==> config.mk <==
export PLATFORM = sky130hd
export DESIGN_NAME = usb_tx_encoder
export DESIGN_NICKNAME = d
export VERILOG_FILES = /design/src/rtl/usb_tx_encoder.sv
export SDC_FILE = /design/constraint.sdc
export NUM_CORES = 1
export LEC_CHECK = 0
export CORE_ASPECT_RATIO = 2
export CORE_MARGIN = 5
export CORE_UTILIZATION = 35
export CTS_CLUSTER_SIZE = 8
export DETAILED_ROUTE_END_ITERATION = 16
export PLACE_DENSITY_LB_ADDON = 0.12
export SYNTH_ARGS = -nofsm -noshare
export SYNTH_HDL_FRONTEND = slang
export SYNTH_SLANG_ARGS = --single-unit
==> constraint.sdc <==
create_clock -name clk -period 2.35 [get_ports clk]
set_clock_uncertainty 0.2 [all_clocks]
set_input_delay 0.47 -clock clk [delete_from_list [all_inputs] [get_ports clk]]
set_output_delay 0.47 -clock clk [all_outputs]
set_load 0.01 [all_outputs]
==> src/rtl/usb_tx_encoder.sv <==
// Full-speed USB transmit serialiser: SYNC, LSB-first data with bit stuffing,
// NRZI onto D+/D-, and EOP. Bytes arrive over a valid/ready handshake.
module usb_tx_encoder #(
  parameter int CLKS_PER_BIT = 8,
  parameter int STUFF_LEN    = 6
) (
  input  logic       clk,
  input  logic       n_rst,
  input  logic       tx_start,
  input  logic [7:0] tx_data,
  input  logic       tx_valid,
  input  logic       tx_last,
  output logic       tx_ready,
  output logic       tx_busy,
  output logic       tx_done,
  output logic       tx_error,
  output logic       d_plus,
  output logic       d_minus
);

  localparam int TW = (CLKS_PER_BIT > 1) ? $clog2(CLKS_PER_BIT) : 1;
  localparam int SW = $clog2(STUFF_LEN + 1);
  localparam logic [TW-1:0] T_LAST = TW'(CLKS_PER_BIT - 1);
  localparam logic [SW-1:0] S_MAX  = SW'(STUFF_LEN);

  typedef enum logic [2:0] {IDLE, SYNC, DATA, EOP_SE0, EOP_J} state_t;

  state_t        state, state_n;
  logic [TW-1:0] timer, timer_n;
  logic [2:0]    bit_idx, bit_idx_n;
  logic [7:0]    shreg, shreg_n;
  logic [SW-1:0] stuff_cnt, stuff_cnt_n;
  logic          cur_stuff, cur_stuff_n;
  logic          last_q, last_n;
  logic          err_q, err_n;
  logic          start_pend, start_pend_n;
  logic          dp_n, dm_n, busy_n, done_n, error_n;
  logic          send_en, send_val;
  logic          period_end, stuff_due, byte_end;

  assign period_end = (timer == T_LAST);
  assign stuff_due  = !cur_stuff && (stuff_cnt == S_MAX);
  // Last clock of a byte's final period, counting any owed stuff bit.
  assign byte_end   = period_end && (bit_idx == 3'd7) && !stuff_due;
  assign tx_ready   = byte_end && ((state == SYNC) || (state == DATA && !last_q));

  always_comb begin
    state_n      = state;
    timer_n      = timer;
    bit_idx_n    = bit_idx;
    shreg_n      = shreg;
    stuff_cnt_n  = stuff_cnt;
    cur_stuff_n  = cur_stuff;
    last_n       = last_q;
    err_n        = err_q;
    start_pend_n = start_pend;
    dp_n         = d_plus;
    dm_n         = d_minus;
    busy_n       = tx_busy;
    done_n       = 1'b0;
    error_n      = 1'b0;
    send_en      = 1'b0;
    send_val     = 1'b0;

    unique case (state)
      IDLE: begin
        timer_n      = '0;
        start_pend_n = tx_start;
        if (start_pend) begin
          // SYNC (0x80) goes through the same shifter as data bytes.
          state_n      = SYNC;
          start_pend_n = 1'b0;
          busy_n       = 1'b1;
          err_n        = 1'b0;
          last_n       = 1'b0;
          bit_idx_n    = '0;
          stuff_cnt_n  = '0;
          shreg_n      = 8'h40;
          send_en      = 1'b1;
          send_val     = 1'b0;
        end
      end
      SYNC, DATA: begin
        timer_n = period_end ? '0 : timer + 1'b1;
        if (period_end) begin
          if (stuff_due) begin
            dp_n        = ~d_plus;
            dm_n        = ~d_minus;
            stuff_cnt_n = '0;
            cur_stuff_n = 1'b1;
          end else if (bit_idx != 3'd7) begin
            bit_idx_n = bit_idx + 3'd1;
            send_en   = 1'b1;
            send_val  = shreg[0];
            shreg_n   = {1'b0, shreg[7:1]};
          end else if (state == DATA && last_q) begin
            state_n     = EOP_SE0;
            bit_idx_n   = '0;
            cur_stuff_n = 1'b0;
            dp_n        = 1'b0;
            dm_n        = 1'b0;
          end else if (tx_valid) begin
            state_n   = DATA;
            last_n    = tx_last;
            bit_idx_n = '0;
            send_en   = 1'b1;
            send_val  = tx_data[0];
            shreg_n   = {1'b0, tx_data[7:1]};
          end else begin
            state_n     = EOP_SE0;
            error_n     = 1'b1;
            err_n       = 1'b1;
            bit_idx_n   = '0;
            cur_stuff_n = 1'b0;
            dp_n        = 1'b0;
            dm_n        = 1'b0;
          end
        end
      end
      EOP_SE0: begin
        timer_n = period_end ? '0 : timer + 1'b1;
        if (period_end) begin
          if (bit_idx == 3'd1) begin
            state_n = EOP_J;
            dp_n    = 1'b1;
            dm_n    = 1'b0;
          end else begin
            bit_idx_n = bit_idx + 3'd1;
          end
        end
      end
      EOP_J: begin
        timer_n = period_end ? '0 : timer + 1'b1;
        if (period_end) begin
          state_n = IDLE;
          timer_n = '0;
          busy_n  = 1'b0;
          done_n  = !err_q;
        end
      end
      default: state_n = IDLE;
    endcase

    // NRZI: 0 toggles the line, 1 holds it and advances the run of ones.
    if (send_en) begin
      cur_stuff_n = 1'b0;
      if (send_val) begin
        stuff_cnt_n = stuff_cnt + 1'b1;
      end else begin
        dp_n        = ~d_plus;
        dm_n        = ~d_minus;
        stuff_cnt_n = '0;
      end
    end
  end

  always_ff @(posedge clk or negedge n_rst) begin
    if (!n_rst) begin
      state      <= IDLE;
      timer      <= '0;
      bit_idx    <= '0;
      shreg      <= '0;
      stuff_cnt  <= '0;
      cur_stuff  <= 1'b0;
      last_q     <= 1'b0;
      err_q      <= 1'b0;
      start_pend <= 1'b0;
      d_plus     <= 1'b1;
      d_minus    <= 1'b0;
      tx_busy    <= 1'b0;
      tx_done    <= 1'b0;
      tx_error   <= 1'b0;
    end else begin
      state      <= state_n;
      timer      <= timer_n;
      bit_idx    <= bit_idx_n;
      shreg      <= shreg_n;
      stuff_cnt  <= stuff_cnt_n;
      cur_stuff  <= cur_stuff_n;
      last_q     <= last_n;
      err_q      <= err_n;
      start_pend <= start_pend_n;
      d_plus     <= dp_n;
      d_minus    <= dm_n;
      tx_busy    <= busy_n;
      tx_done    <= done_n;
      tx_error   <= error_n;
    end
  end

endmodule

Selected gate families:
Scale: 6 px per µm.
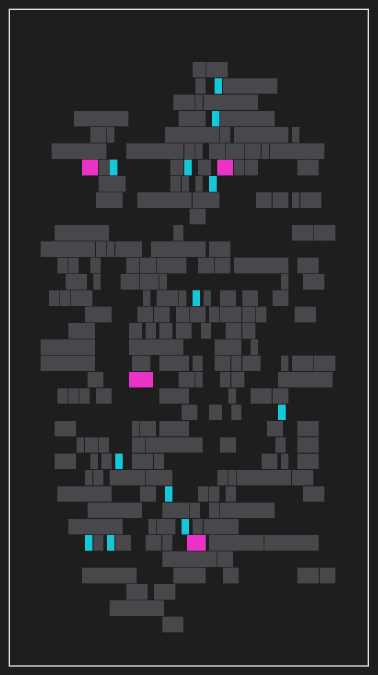
AND-OR and OR-AND gates -> magenta  # cells 4
inverters -> cyan  # cells 12, most used inv_1
Comb/total area: 43.3%
dominant logic cell type in the layout: dfrtp_1

Routing congestion map:
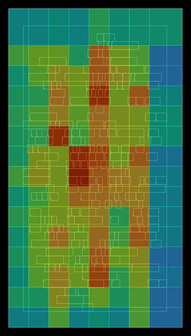
busiest grt layer: met2
met2 Use GR: 28.0%

==> deck_impl_summary.md <==
Synthesis and Place & Route Summary

Layout
  • Most common logic cells in the final layout: dfrtp_1 (27), nand2_1 (20), clkdlybuf4s50_1 (17), buf_4 (17), o21ai_0 (15)
  • Antenna cells: 0

Final timing
  • Hold violation count in the final report: 0
  • Worst-margin pin slew: 598 ps
  • # setup viols final: 0

Synth
  • Avg Inst Size Synth: 9.68 µm²
  • Post-synth top cells: dfrtp_1 (27), nand2_1 (20), o21ai_0 (15)
  • Top-area cell share: 39.2%
  • Library cells used by synthesis: 48
  • Synth warn: 0

Placed design
  • PortBufs: 18
  • RePlAce Congestion: 0.760

Power
  • Pwr/cell area: a little under 400 nW/µm²

Floorplan
  • IO Pins: 19
  • Die Wd: 59.6 µm

Worst setup path
  • Reg-to-reg startpoint: timer[0]$_DFFE_PN0P_
  • CP arrival: 1540 ps
  • Required time worst endpoint: 1680 ps
  • R2R cell count: 8
  • CP max stage cell: dfrtp_1
  • R2R Setup Slk: 210 ps
  • Reg-to-reg endpoint: bit_idx[0]$_DFFE_PN0P_

Route
  • Routed WL per cell: 15.4 µm
  • Initial drt markers: 48

Flow run
  • Log Warnings: 28

Run status
  • Outcome: completed

GRT
  • Number of global-route vias before repair: 1478

Clocking
  • Clock transition at path regs: about 100 ps
## kinds of logic after synthesis
group | count (synthesis) | share of synthesized area (%)
muxes | 9 | 5.23
buffers and inverters | 21 | 7.19
AOI/OAI and AO/OA | 52 | 20.8
adders and majority gates | 8 | 5.66
DFF | 28 | 40.7
xor gates and xnor gates | 1 | 0.944
and+or+nand+nor | 59 | 19.4
## layer usage
layer,track usage (%),wire (µm)
met5,0,0
met4,4.28,48
met3,2.01,127
met1,14.7,1540
met2,28.0,2360
## worst max-delay path, delay by kind of cell, from the launching register on
family                     cells  cell delay (ps)
and+or+nand+nor                3              540
DFF                            1              360
adders and majority gates      1              200
buffers and inverters          2              160
## layout make-up
| type | count | area [µm²] |
|---|---|---|
| fillers | 459 | 2750 |
| multi-input cells | 129 | 897 |
| flip-flops and latches | 28 | 702 |
| repair buffers | 35 | 303 |
| well taps | 57 | 71.3 |
| clock buffers | 4 | 55.1 |
| inverters | 12 | 45.0 |
## through the flow
step	utilization (%)	area, µm²
after global routing	43.0	2070
after detailed placement	42.0	2020
after floorplan	-	1720
after CTS	43.1	2080
final	43.0	2070
after global placement	42.0	2020
## power breakdown
part           internal, mW  switching [mW]
registers             0.481               0
clock network         0.150           0.149
logic                0.0194          0.0144
## flip-flops by register name, indices dropped and copies added (netlist names)
name and cells:
bit_idx 3, tx_error 1, stuff_cnt 3, d_minus 1, start_pend 1, tx_done 1
cur_stuff 1, shreg 7, timer 3, d_plus 1, err_q 1, tx_busy 1
last_q 1, state 3
## repair_timing
action,CTS,global route
resized,3,1
hold buffers,0,0
pin swaps,1,1
endpoints found under the setup margin,1,1
Power and IR drop assume default switching activity.
